**Run 1: clock wires, drivers and flops**

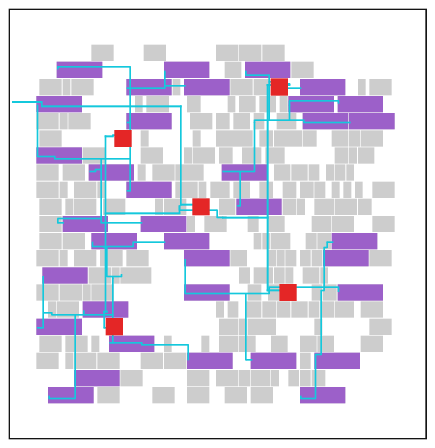
**Run 1: selected gate families**

The bar under the picture is 20 um long.
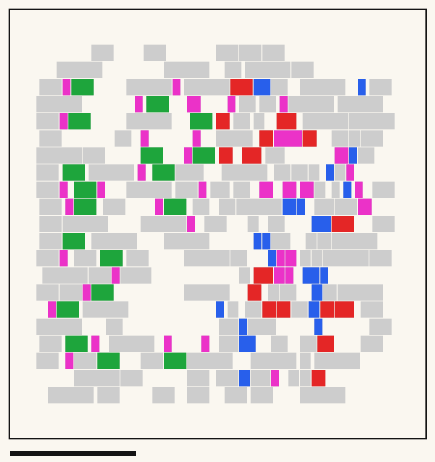
**Run 1: placement view**

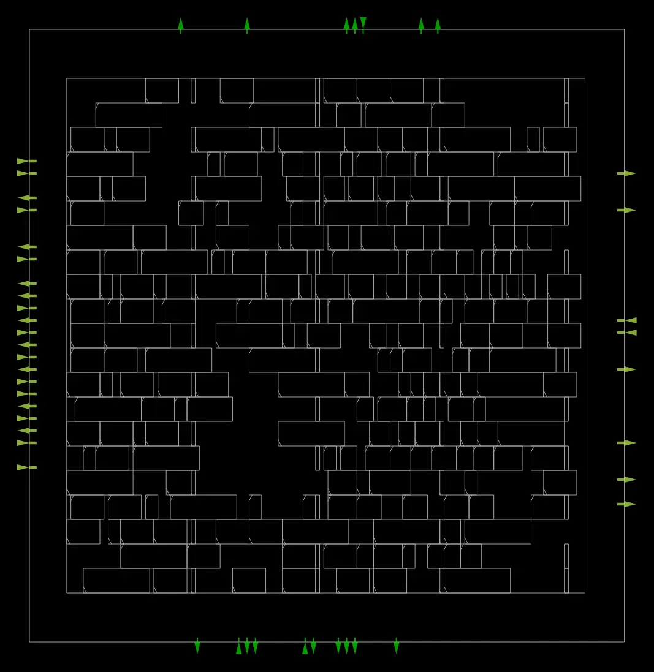
### config.mk
export PLATFORM = sky130hd
export DESIGN_NAME = sifh_frame_sequencer
export DESIGN_NICKNAME = d
export VERILOG_FILES = /design/src/rtl/sifh_frame_sequencer.sv
export SDC_FILE = /design/constraint.sdc
export NUM_CORES = 1
export LEC_CHECK = 0
export CAP_MARGIN = 20
export CORE_AREA = 4 4 62 64
export CTS_CLUSTER_SIZE = 12
export DETAILED_ROUTE_END_ITERATION = 7
export DIE_AREA = 0 0 66 68
export PLACE_DENSITY = 0.93
export SLEW_MARGIN = 20
export SYNTH_ARGS = -nofsm -noshare
export SYNTH_HDL_FRONTEND = slang
export SYNTH_SLANG_ARGS = --single-unit
export TNS_END_PERCENT = 20
### constraint.sdc
create_clock -name clk -period 2.9 [get_ports clk]
set_input_delay 0.725 -clock clk [delete_from_list [all_inputs] [get_ports clk]]
set_output_delay 0.725 -clock clk [all_outputs]
set_load 0.05 [all_outputs]
### src/rtl/sifh_frame_sequencer.sv
// Frame-level controller for the serial SiFH pipeline: per frame it runs
// clear -> accumulate -> peak-detect twice, first coarse (pass 0) then fine (pass 1).
module sifh_frame_sequencer #(
    parameter int unsigned NP        = 12,
    parameter int unsigned NB        = 6,
    parameter int unsigned PIXEL_NUM = 4,
    parameter int unsigned DATA_NUM  = 2,
    parameter int unsigned ACQ_NUM   = 3,
    localparam int unsigned PW       = (PIXEL_NUM > 1) ? $clog2(PIXEL_NUM) : 1,
    localparam int unsigned BIN_NUM  = PIXEL_NUM << NB,
    localparam int unsigned CAW      = $clog2(BIN_NUM)
) (
    input  logic           clk,
    input  logic           res,
    input  logic           start,
    input  logic           in_valid,
    input  logic [NP-1:0]  in_data,
    output logic           in_ready,
    output logic           clr_en,
    output logic [CAW-1:0] clr_addr,
    output logic           hb_wr_en,
    output logic [NP-1:0]  hb_data,
    output logic [PW-1:0]  hb_pixel,
    output logic           hb_pass,
    output logic           pk_start,
    input  logic           pk_done,
    output logic           frame_done,
    output logic           busy
);

    localparam int unsigned DW = (DATA_NUM > 1) ? $clog2(DATA_NUM) : 1;
    localparam int unsigned AW = (ACQ_NUM > 1) ? $clog2(ACQ_NUM) : 1;

    typedef enum logic [2:0] {
        IDLE = 3'd0,
        CLR0 = 3'd1,
        ACC0 = 3'd2,
        PK0  = 3'd3,
        CLR1 = 3'd4,
        ACC1 = 3'd5,
        PK1  = 3'd6,
        DONE = 3'd7
    } state_t;

    state_t          state;
    logic [DW-1:0]   data_cnt;
    logic [PW-1:0]   pixel_cnt;
    logic [AW-1:0]   acq_cnt;

    logic            accept;
    logic            data_last;
    logic            pixel_last;
    logic            acq_last;
    logic            clr_last;

    // Sample acceptance is a pure decode of the accumulate states.
    assign in_ready   = (state == ACC0) || (state == ACC1);
    assign accept     = in_valid & in_ready;

    assign data_last  = (data_cnt  == DW'(DATA_NUM - 1));
    assign pixel_last = (pixel_cnt == PW'(PIXEL_NUM - 1));
    assign acq_last   = (acq_cnt   == AW'(ACQ_NUM - 1));
    assign clr_last   = (clr_addr  == CAW'(BIN_NUM - 1));

    // Sequencer state, sample counters and all registered outputs.
    always_ff @(posedge clk) begin
        if (res) begin
            state      <= IDLE;
            data_cnt   <= '0;
            pixel_cnt  <= '0;
            acq_cnt    <= '0;
            clr_en     <= 1'b0;
            clr_addr   <= '0;
            hb_wr_en   <= 1'b0;
            hb_data    <= '0;
            hb_pixel   <= '0;
            hb_pass    <= 1'b0;
            pk_start   <= 1'b0;
            frame_done <= 1'b0;
            busy       <= 1'b0;
        end else begin
            hb_wr_en   <= 1'b0;
            pk_start   <= 1'b0;
            frame_done <= 1'b0;

            // Tag and forward the accepted sample with one cycle of latency.
            if (accept) begin
                hb_wr_en <= 1'b1;
                hb_data  <= in_data;
                hb_pixel <= pixel_cnt;
                hb_pass  <= (state == ACC1);
            end

            case (state)
                IDLE: begin
                    if (start) begin
                        state    <= CLR0;
                        clr_en   <= 1'b1;
                        clr_addr <= '0;
                        busy     <= 1'b1;
                    end
                end

                CLR0, CLR1: begin
                    if (clr_last) begin
                        clr_en   <= 1'b0;
                        clr_addr <= '0;
                        state    <= (state == CLR0) ? ACC0 : ACC1;
                    end else begin
                        clr_addr <= clr_addr + CAW'(1);
                    end
                end

                ACC0, ACC1: begin
                    if (accept) begin
                        if (data_last) begin
                            data_cnt <= '0;
                            if (pixel_last) begin
                                pixel_cnt <= '0;
                                if (acq_last) begin
                                    acq_cnt  <= '0;
                                    pk_start <= 1'b1;
                                    state    <= (state == ACC0) ? PK0 : PK1;
                                end else begin
                                    acq_cnt <= acq_cnt + AW'(1);
                                end
                            end else begin
                                pixel_cnt <= pixel_cnt + PW'(1);
                            end
                        end else begin
                            data_cnt <= data_cnt + DW'(1);
                        end
                    end
                end

                // pk_done may arrive together with pk_start.
                PK0: begin
                    if (pk_done) begin
                        state    <= CLR1;
                        clr_en   <= 1'b1;
                        clr_addr <= '0;
                    end
                end

                PK1: begin
                    if (pk_done) begin
                        state      <= DONE;
                        frame_done <= 1'b1;
                    end
                end

                DONE: begin
                    state <= IDLE;
                    busy  <= 1'b0;
                end

                default: begin
                    state <= IDLE;
                    busy  <= 1'b0;
                end
            endcase
        end
    end

endmodule
==> flow_summary.ini, run 1 <==
; generated from flow reports
[worst_setup_path]
slowest_stage = dfxtp_1
cp.required_ns = 2.17
critPathMaxFanout = 17
crit_family = flip-flops
crit_path_max_incr_delay_ns = 0.65
cp.buffers_inverters = 1
cp-end-kind = output port
critPathLaunchType = register
crit_arrival_ns = 1.71
path_cells = and3b_1 > or2_2 > buf_4
criticalPathCategory = register to output port

[sta]
finalHoldViolCount = 0
rsz0062_at_grt = no
final.setup.tns_ns = 0
finalCriticalPeriod_ns = 2.43
tightest_slew_ns = 0.649
slew_headroom_pct = 56.6
period_used_pct = 83.8
fin_skew_ns = 0.00893
fmax_mhz = 411
final-max-slew-violation-count = 0
finalSetupViolations = 0
hold_ws_ns = 0.497

[global_route]
grt_first_pass_wirelength_mm = 6.00
track_usage_pct = 17.5
grt_max_degree = 31
antenna_found_initial = 0
grt_overflow = 0
grt_pass1_vias = 1399

[logic_synthesis]
yosysCellCount = 178
fa_ha_area_share_pct = 1.54
synth.most_common_cell = dfxtp_1
yosys.area.top_type_share_pct = 44.4
synth_cells = 178
yosys_warnings = 0
avgSynthCellArea_um2 = 9.12
mux_area_share_pct = 11.1
synth.net_count = 197
synthAoiAreaFrac_pct = 14.1
synth_chip_area_mm2 = 0.00162
topCombFamilyByArea = simple AND/OR/NAND/NOR gates
synth_area_mm2 = 0.00162
edf_count = 0
synth-simple-area-share_pct = 23.7
synth-async-reset-ratio_pct = 0
synth-xor-area-share_pct = 1.62
synth.area.top_cells = dfxtp_1 (44%), mux2i_1 (11%), nor2_1 (6.7%), nand2_1 (2.8%), a21oi_1 (2.5%)
ys_types = 44
ys_seq_share_pct = 44.4
common_cells = dfxtp_1 (36), nor2_1 (29), mux2i_1 (18)
flop_cell = dfxtp_1
yosys.area.top_type = dfxtp_1
ys.flops = 36

[power_and_ir_drop]
p_comb_share_pct = 11.2
power_uw = 901
intPower_uw = 664
p_leak_uw = 0.000924
clockPowerShare_pct = 31.8
p_per_area_mw_per_mm2 = 417
swShare_pct = 26.3
net-switching-power_uw = 237
ir_drop_mv = 0.304
seqPwrFrac_pct = 57.0

[clock_network]
cts_root_buf = clkbuf_4
cts_buffers = 5
postCtsHoldBufs = 0
cts_tree = yes
clk_pin_slew_ns = 0.10
htreeDepth = 2
postCtsSetupRepairBufs = 0
clk_path_buf_depth = 2
cts_sinks = 36
cts_resized = 0
clock_latency_ns = 0.35

[route]
drt_first_pass_iters = 4
via_count = 1429
drt_iter0_markers = 174
postRouteAntennaNets = 0
drcViolationCount = 0
post_drt_via_cell_ratio = 5.31
wire_per_inst_um = 12.7
wirelength_mm = 3.42

[layout]
drive_gt1_share_pct = 7.17
regArea_um2 = 721
lay_top_cells = clkdlybuf4s50_1 (44), dfxtp_1 (36), nor2_1 (29)
lay_top_count = clkdlybuf4s50_1
antenna_cells = 0
logic_area_um2 = 846
layout.nets = 241
syn2layout_area_growth_pct = 33.1
fillers = 277
fin_area_mm2 = 0.00216

[floorplan]
die_y_um = 68
io_pins = 46
fp-utilization_pct = 49.4
rows = 21
die_w_um = 66
die_area_mm2 = 0.00449

[place]
place_area_mm2 = 0.00210
gp_congestion = 0.800
io_buffers = 45
place_hpwl_mm = 2.40

[job]
warnings = 26
maxCapViolCount = 0

[run_status]
status = finished, final reports clean

[worst_hold_path]
min_path_type = register to register
## Picture notes: 'clock wires, drivers and flops'
clock drivers: shown in red, count 5. clock wires: shown in cyan, length 469 um. flip-flops: shown in purple, count 36.
There are 6 routed clock nets.

## Picture notes: 'selected gate families'
NOR gates: shown in magenta, cells 38. NAND gates: shown in blue, cells 20. AND and OR gates: shown in red, cells 16. multiplexers: shown in green, cells 18.

## Picture notes: 'placement view'
core area: 0.00328 mm2
fin util: 65.8%

[run 1: final timing paths]
path	from	end	slack, ns	depth (start not counted)
max	state[2]	in_ready	0.47	3
min	busy	busy	0.50	2
max reg2reg	state[2]	clr_addr[3]	1.02	5
min reg2reg	busy	busy	0.50	2
[run 1: worst reg2reg max path: stages, from the launching register on]
cell and delay, ns:
dfxtp_1 0.65, o21ba_2 0.22, o221ai_1 0.23, buf_4 0.25, or3_1 0.34, a21oi_1 0.14
[run 1: power by group through the flow]
stage | sequential (uW) | combinational [uW] | clock (uW)
2_1_floorplan | 539 | 42.3 | 0
3_3_place_gp | 524 | 99.6 | 0
3_5_place_dp | 524 | 101 | 0
4_1_cts | 513 | 101 | 295
5_1_grt | 516 | 110 | 318
6_report | 514 | 101 | 287
[run 1: final cells by class]
type / instances / area share, %
Multi-Input combinational cell: 130 / 39.2
Inverter: 1 / 0.174
Tap cell: 46 / 2.67
Sequential cell: 36 / 33.4
Timing Repair Buffer: 48 / 21.8
Clock buffer: 6 / 2.38
Clock inverter: 2 / 0.463
[run 1: routing by layer]
layer  global-route usage (%)  wire, um  vias up
met2                     29.5      1560       45
li1                         -         -      723
met1                     19.4      1530      653
met4                     8.38        76        0
met5                        0         0        -
met3                     6.73       264        8
[run 1: per-stage QoR]
step / std cells / util (%) / setup WS, ns
final: 269 / 65.8 / 0.470
after global routing: 269 / 65.8 / 0.349
after CTS: 269 / 65.8 / 0.481
after detailed placement: 261 / 63.9 / 0.537
after global placement: 261 / 63.9 / 0.579
after floorplan: 178 / - / 1.03
[run 1: flip-flops by register name, summed over array words and instances (netlist names)]
register and flops:
state 3, hb_data 12, acq_cnt 2, clr_addr 8
hb_pass 1, hb_pixel 2, pk_start 1, clr_en 1
busy 1, pixel_cnt 2, frame_done 1, hb_wr_en 1
data_cnt 1
**Run 1: signal metal coverage by tile**

13 x 14 tiles, from black (low) to pale yellow (high), scaled to the fullest tile. Values are wire area over tile area, all layers added.
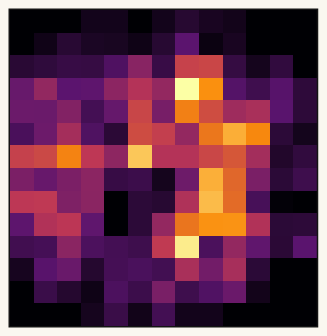

==> run 2: changes to the inputs <==
--- a/config.mk
+++ b/config.mk
@@ -6,11 +6,11 @@
 export NUM_CORES = 1
 export LEC_CHECK = 0
 export CAP_MARGIN = 20
-export CORE_AREA = 4 4 62 64
+export CORE_AREA = 4 4 64 66
 export CTS_CLUSTER_SIZE = 12
 export DETAILED_ROUTE_END_ITERATION = 7
-export DIE_AREA = 0 0 66 68
-export PLACE_DENSITY = 0.93
+export DIE_AREA = 0 0 68 70
+export PLACE_DENSITY = 0.88
 export SLEW_MARGIN = 20
 export SYNTH_ARGS = -nofsm -noshare
 export SYNTH_HDL_FRONTEND = slang
==> constraint.sdc (replaced) <==
create_clock -name clk -period 2.4 [get_ports clk]
set_input_delay 0.6 -clock clk [delete_from_list [all_inputs] [get_ports clk]]
set_output_delay 0.6 -clock clk [all_outputs]
set_load 0.05 [all_outputs]
**Run 2: signal metal coverage by tile**

14 x 14 tiles, from black (low) to pale yellow (high), scaled to the fullest tile. Values are wire area over tile area, all layers added.
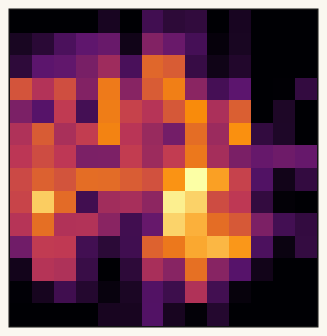
The emptiest ninth of the die: top right. 27% of the tiles are over half the peak. The densest ninth of the die: middle.

==> run 2 against run 1 <==
- area after synthesis did not move
- largest cell class unchanged
- clock-buffer cell count unchanged
- via count rose by 2.1%
- critical path depth shrank 2
==> flow_summary.ini, run 2 <==
; generated from flow reports
[run_status]
status = finished, final reports clean

[place]
place_hpwl_mm = 2.71
dp.cells = 270
io_buffers = 45
place_area_mm2 = 0.00217
gp_congestion = 0.832

[logic_synthesis]
yosysCellCount = 178
flop_cell = dfxtp_1
ys_types = 44
avgSynthCellArea_um2 = 9.12
synth.most_common_cell = dfxtp_1
ys.flops = 36
synth_cells = 178
edf_count = 0
synth.net_count = 197
synth-async-reset-ratio_pct = 0
synth_chip_area_mm2 = 0.00162
synth_area_mm2 = 0.00162
yosys_warnings = 0
common_cells = dfxtp_1 (36), nor2_1 (29), mux2i_1 (18)
yosys.area.top_type = dfxtp_1
yosys.area.top_type_share_pct = 44.4
synth.area.top_cells = dfxtp_1 (44%), mux2i_1 (11%), nor2_1 (6.7%), nand2_1 (2.8%), a21oi_1 (2.5%)
ys_seq_share_pct = 44.4

[global_route]
antenna_found_initial = 0
grt_overflow = 0
track_usage_pct = 16.9
grt_pass1_vias = 1503
grt_first_pass_wirelength_mm = 6.20
grt_max_degree = 32

[job]
maxCapViolCount = 0
warnings = 26

[floorplan]
fp-utilization_pct = 45.3
rows = 22
die_y_um = 70
die_area_mm2 = 0.00476
fp.coreArea_mm2 = 0.00358
die_w_um = 68
io_pins = 46

[worst_setup_path]
crit_family = buffers and inverters
cp.buffers_inverters = 1
cp-end-kind = output port
path_cells = clkdlybuf4s50_1
crit_path_max_incr_delay_ns = 0.85
slowest_stage = clkdlybuf4s50_1
critPathLaunchType = register
crit_arrival_ns = 1.62
criticalPathCategory = register to output port
cp.required_ns = 1.80
critPathMaxFanout = 5

[sta]
final.setup.tns_ns = 0
finalCriticalPeriod_ns = 2.22
finalHoldViolCount = 0
final-max-slew-violation-count = 0
fin_skew_ns = 0.00947
slew_headroom_pct = 65.1
rsz0062_at_grt = no
period_used_pct = 92.6
finalSetupViolations = 0
tightest_slew_ns = 0.522
fmax_mhz = 450

[route]
post_drt_via_cell_ratio = 5.25
wl_met1_mm = 1.59
wire_per_inst_um = 13.2
drt_iter0_markers = 102
via_count = 1459
drt_first_pass_iters = 4
drcViolationCount = 0
wl_met2_mm = 1.75
wirelength_mm = 3.68
postRouteAntennaNets = 0
top_layer = met4
wl_met3_um = 296

[power_and_ir_drop]
ir_drop_mv = 0.288
p_per_area_mw_per_mm2 = 489
p_leak_uw = 0.000962

[clock_network]
postCtsSetupRepairBufs = 0
cts_root_buf = clkbuf_4
cts_sinks = 36
cts_resized = 0
htreeDepth = 2
cts_buffers = 5
clk_pin_slew_ns = 0.11
postCtsHoldBufs = 0
cts_tree = yes
clk_path_buf_depth = 2
clock_latency_ns = 0.34

[layout]
fillers = 315
largest_reg_flops = 12
lay_top_count = clkdlybuf4s50_1
lay_top_cells = clkdlybuf4s50_1 (44), dfxtp_1 (36), nor2_1 (29)
syn2layout_area_growth_pct = 37.2
final_core_util_pct = 62.2
layout.nets = 248
antenna_cells = 0
top_register = hb_data
top_regs = hb_data x12, clr_addr x8, state x3
drive_gt1_share_pct = 10.0
fin_area_mm2 = 0.00223
final_cells = 278

[worst_hold_path]
min_path_type = register to register
==> run 2: cell counts after synthesis <==
Identical to the previous run, type by type.
==> run 2: final timing paths <==
check	slack (ns)	endpoint	start	cells past startpoint
setup / recovery	0.18	clr_addr[0]	clr_addr[0]	1
hold / removal	0.49	busy	busy	2
setup reg to reg	0.63	clr_addr[5]	state[1]	5
hold reg to reg	0.49	busy	busy	2
==> run 2: area by class of cell <==
class | instances | area, um2 | share of cell area, %
clock inverter | 2 | 10.0 | 0.449
sequential | 36 | 721 | 32.4
clock buffer | 6 | 51.3 | 2.30
multi-input combinational | 130 | 846 | 38.0
tap | 48 | 60.1 | 2.70
inverter | 1 | 3.75 | 0.169
timing repair buffer | 55 | 536 | 24.0
==> run 2: through the flow <==
stage	power (uW)	hold slack [ns]	setup slack [ns]
global placement	760	0.464	0.222
floorplan	702	0.487	0.531
finish	1090	0.492	0.179
global route	1150	0.522	0.104
detailed placement	763	0.476	0.177
CTS	1110	0.491	0.151
==> run 2: cells by family after synthesis <==
| kind of cell | synth area share (%) |
|---|---|
| and+or+nand+nor | 23.7 |
| DFF | 44.4 |
| AOI/OAI and AO/OA | 14.1 |
| muxes | 11.1 |
| buffers and inverters | 3.47 |
| xor gates and xnor gates | 1.62 |
| adders and majority gates | 1.54 |
==> run 2: power breakdown <==
group	switching [uW]	total [uW]	internal, uW
clock	201	340	139
sequential	14.3	620	606
combinational	67.6	128	60.9
total	283	1090	806
==> run 2: metal layers <==
metal | vias up | track usage, %
li1 | 740 | -
met1 | 669 | 19.7
met2 | 45 | 26.4
met3 | 5 | 7.40
met4 | 0 | 6.84
met5 | - | 0
**Run 2: placement view**

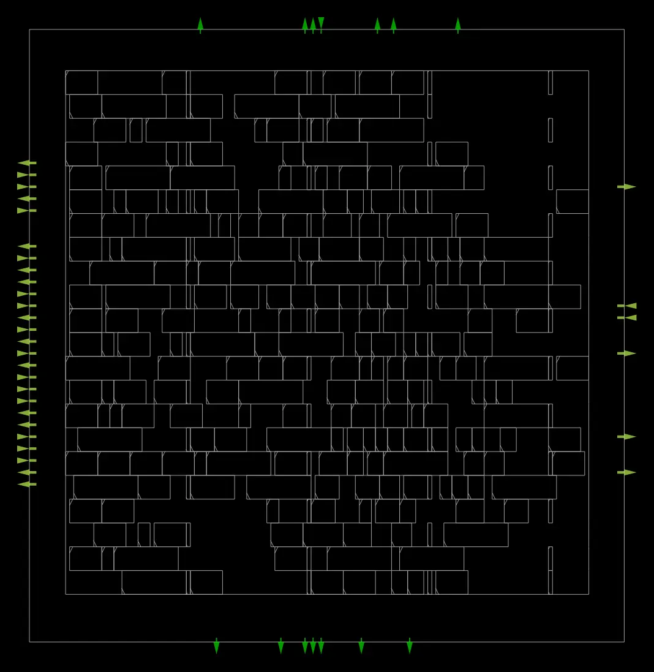

==> run 3: changes to the inputs <==
--- a/config.mk
+++ b/config.mk
@@ -10,7 +10,8 @@
 export CTS_CLUSTER_SIZE = 12
 export DETAILED_ROUTE_END_ITERATION = 7
 export DIE_AREA = 0 0 68 70
-export PLACE_DENSITY = 0.88
+export PLACE_DENSITY = 0.77
+export RECOVER_POWER = 100
 export SLEW_MARGIN = 20
 export SYNTH_ARGS = -nofsm -noshare
 export SYNTH_HDL_FRONTEND = slang
**Run 3: placement view**

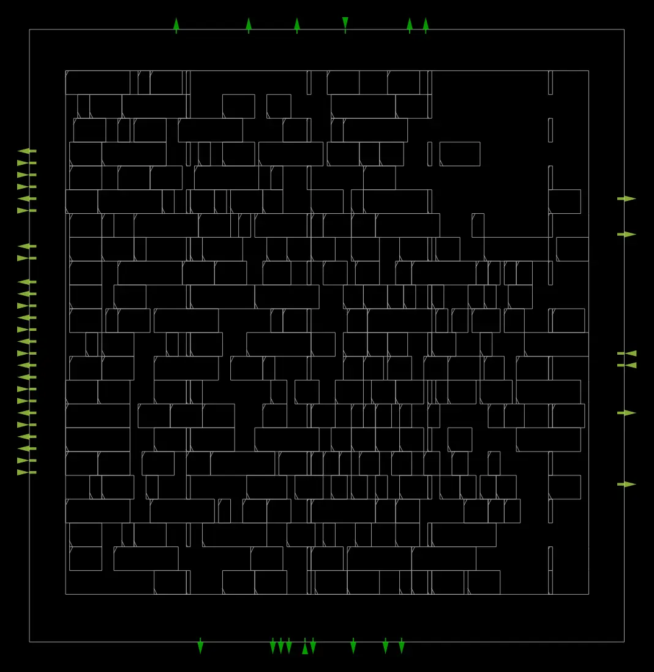
core area: 0.00358 mm2
flop count: 36
# fillers: 332
# rows: 22

==> run 3 against run 2 <==
- worst hold slack lost 0.0040 ns
- final area shrank 0.45%
- core utilization shrank 0.28 points
- die area is the same
- clock skew is essentially flat
- wire length shrank 6.2%
- power grew 0.78%
- sequential power shrank 1%
- critical path depth is the same
- global-route usage shrank 1.3 points
- area after synthesis is the same
- non-clock buffer count grew 1
- critical path type unchanged
- highest routed layer unchanged
==> flow_summary.ini, run 3 <==
; generated from flow reports
[route]
drt_iter0_markers = 82
wirelength_mm = 3.45
via_count = 1465
drcViolationCount = 0
drt_first_pass_iters = 4
postRouteAntennaNets = 0
wire_per_inst_um = 12.4
post_drt_via_cell_ratio = 5.25

[clock_network]
clock_latency_ns = 0.34
clk_path_buf_depth = 2
cts_tree = yes
postCtsSetupRepairBufs = 0
clk_pin_slew_ns = 0.11
cts_resized = 0
cts_root_buf = clkbuf_4

[sta]
finalCriticalPeriod_ns = 2.27
rsz0062_at_grt = no
final-max-slew-violation-count = 0
period_used_pct = 94.4
finalSetupViolations = 0
setup_slack_ns = 0.133
finalHoldViolCount = 0
slew_headroom_pct = 62.3

[logic_synthesis]
yosys.area.top_type_share_pct = 44.4
ys_seq_share_pct = 44.4
yosys_warnings = 0
mux_area_share_pct = 11.1
fa_ha_area_share_pct = 1.54
avgSynthCellArea_um2 = 9.12
ys_types = 44
synth-xor-area-share_pct = 1.62
synthAoiAreaFrac_pct = 14.1
yosys.area.top_type = dfxtp_1
common_cells = dfxtp_1 (36), nor2_1 (29), mux2i_1 (18)
flop_cell = dfxtp_1
synth_area_mm2 = 0.00162
yosysCellCount = 178
topCombFamilyByArea = simple AND/OR/NAND/NOR gates

[place]
io_buffers = 45
gp_congestion = 0.829
place_hpwl_mm = 2.59

[global_route]
antenna_found_initial = 0
met3_usage_pct = 6.91
gr-usage-met2_pct = 23.2
grt_max_degree = 30
grt_overflow = 0
grt_pass1_vias = 1330
grt_busiest_layer = met2
grt_first_pass_wirelength_mm = 5.74
use_met1_pct = 19.5

[worst_setup_path]
crit_family = buffers and inverters
cp-end-kind = output port
cp.required_ns = 1.80
path_cells = dlygate4sd3_1
slowest_stage = dlygate4sd3_1
crit_path_max_incr_delay_ns = 0.90
criticalPathCategory = register to output port

[layout]
drive_gt1_share_pct = 9.52
lay_top_count = dfxtp_1
layout.nets = 249
top_register = hb_data
syn2layout_area_growth_pct = 36.6
largest_reg_flops = 12

[floorplan]
io_pins = 46
die_area_mm2 = 0.00476
fp-utilization_pct = 45.3
die_y_um = 70

[job]
warnings = 26

[power_and_ir_drop]
p_leak_uw = 0.00104

[run_status]
status = finished, final reports clean
[run 3: cells by family (layout without fill, tap and decap cells)]
logic type	Yosys count	in the layout
AOI/OAI and AO/OA	33	33
adders and majority gates	2	2
xor gates and xnor gates	3	3
muxes	18	18
buffers and inverters	12	65
DFF	36	36
and+or+nand+nor	74	74
[run 3: final timing paths]
kind / start / end / slack (ns) / cells after the start
max: clr_addr[0] / clr_addr[0] / 0.13 / 1
min: busy / busy / 0.49 / 2
max reg2reg: state[2] / clr_addr[6] / 0.71 / 5
min reg2reg: busy / busy / 0.49 / 2
[run 3: area by class of cell]
cell class	instances	area [um2]
Sequential cell	36	721
Inverter	1	3.75
Timing Repair Buffer	56	520
Tap cell	48	60.1
Clock buffer	6	51.3
Clock inverter	2	15.0
Multi-Input combinational cell	130	846
Fill cell	332	1360
[run 3: per-layer routing]
| layer | wire length (um) | vias up |
|---|---|---|
| li1 | - | 742 |
| met1 | 1620 | 675 |
| met2 | 1500 | 42 |
| met3 | 272 | 6 |
| met4 | 57 | 0 |
| met5 | 0 | - |
[run 3: where the power goes]
group / switching (uW) / leakage [uW] / internal (uW) / total, uW
Clock: 210 / 0.0000305 / 142 / 352
Combinational: 73.9 / 0.000722 / 57.6 / 132
Sequential: 7.78 / 0.000291 / 606 / 614
[run 3: metrics by stage]
step | area (um2) | utilization (%) | std cells | total power [uW] | hold WS, ns
5_1_grt | 2220 | 62.0 | 279 | 1150 | 0.540
3_5_place_dp | 2170 | 60.7 | 271 | 766 | 0.484
2_1_floorplan | 1620 | - | 178 | 702 | 0.487
3_3_place_gp | 2170 | 60.7 | 271 | 764 | 0.462
6_report | 2220 | 62.0 | 279 | 1100 | 0.488
4_1_cts | 2240 | 62.6 | 279 | 1120 | 0.503
Power figures rest on the tool's default switching activity, not on a simulated workload.
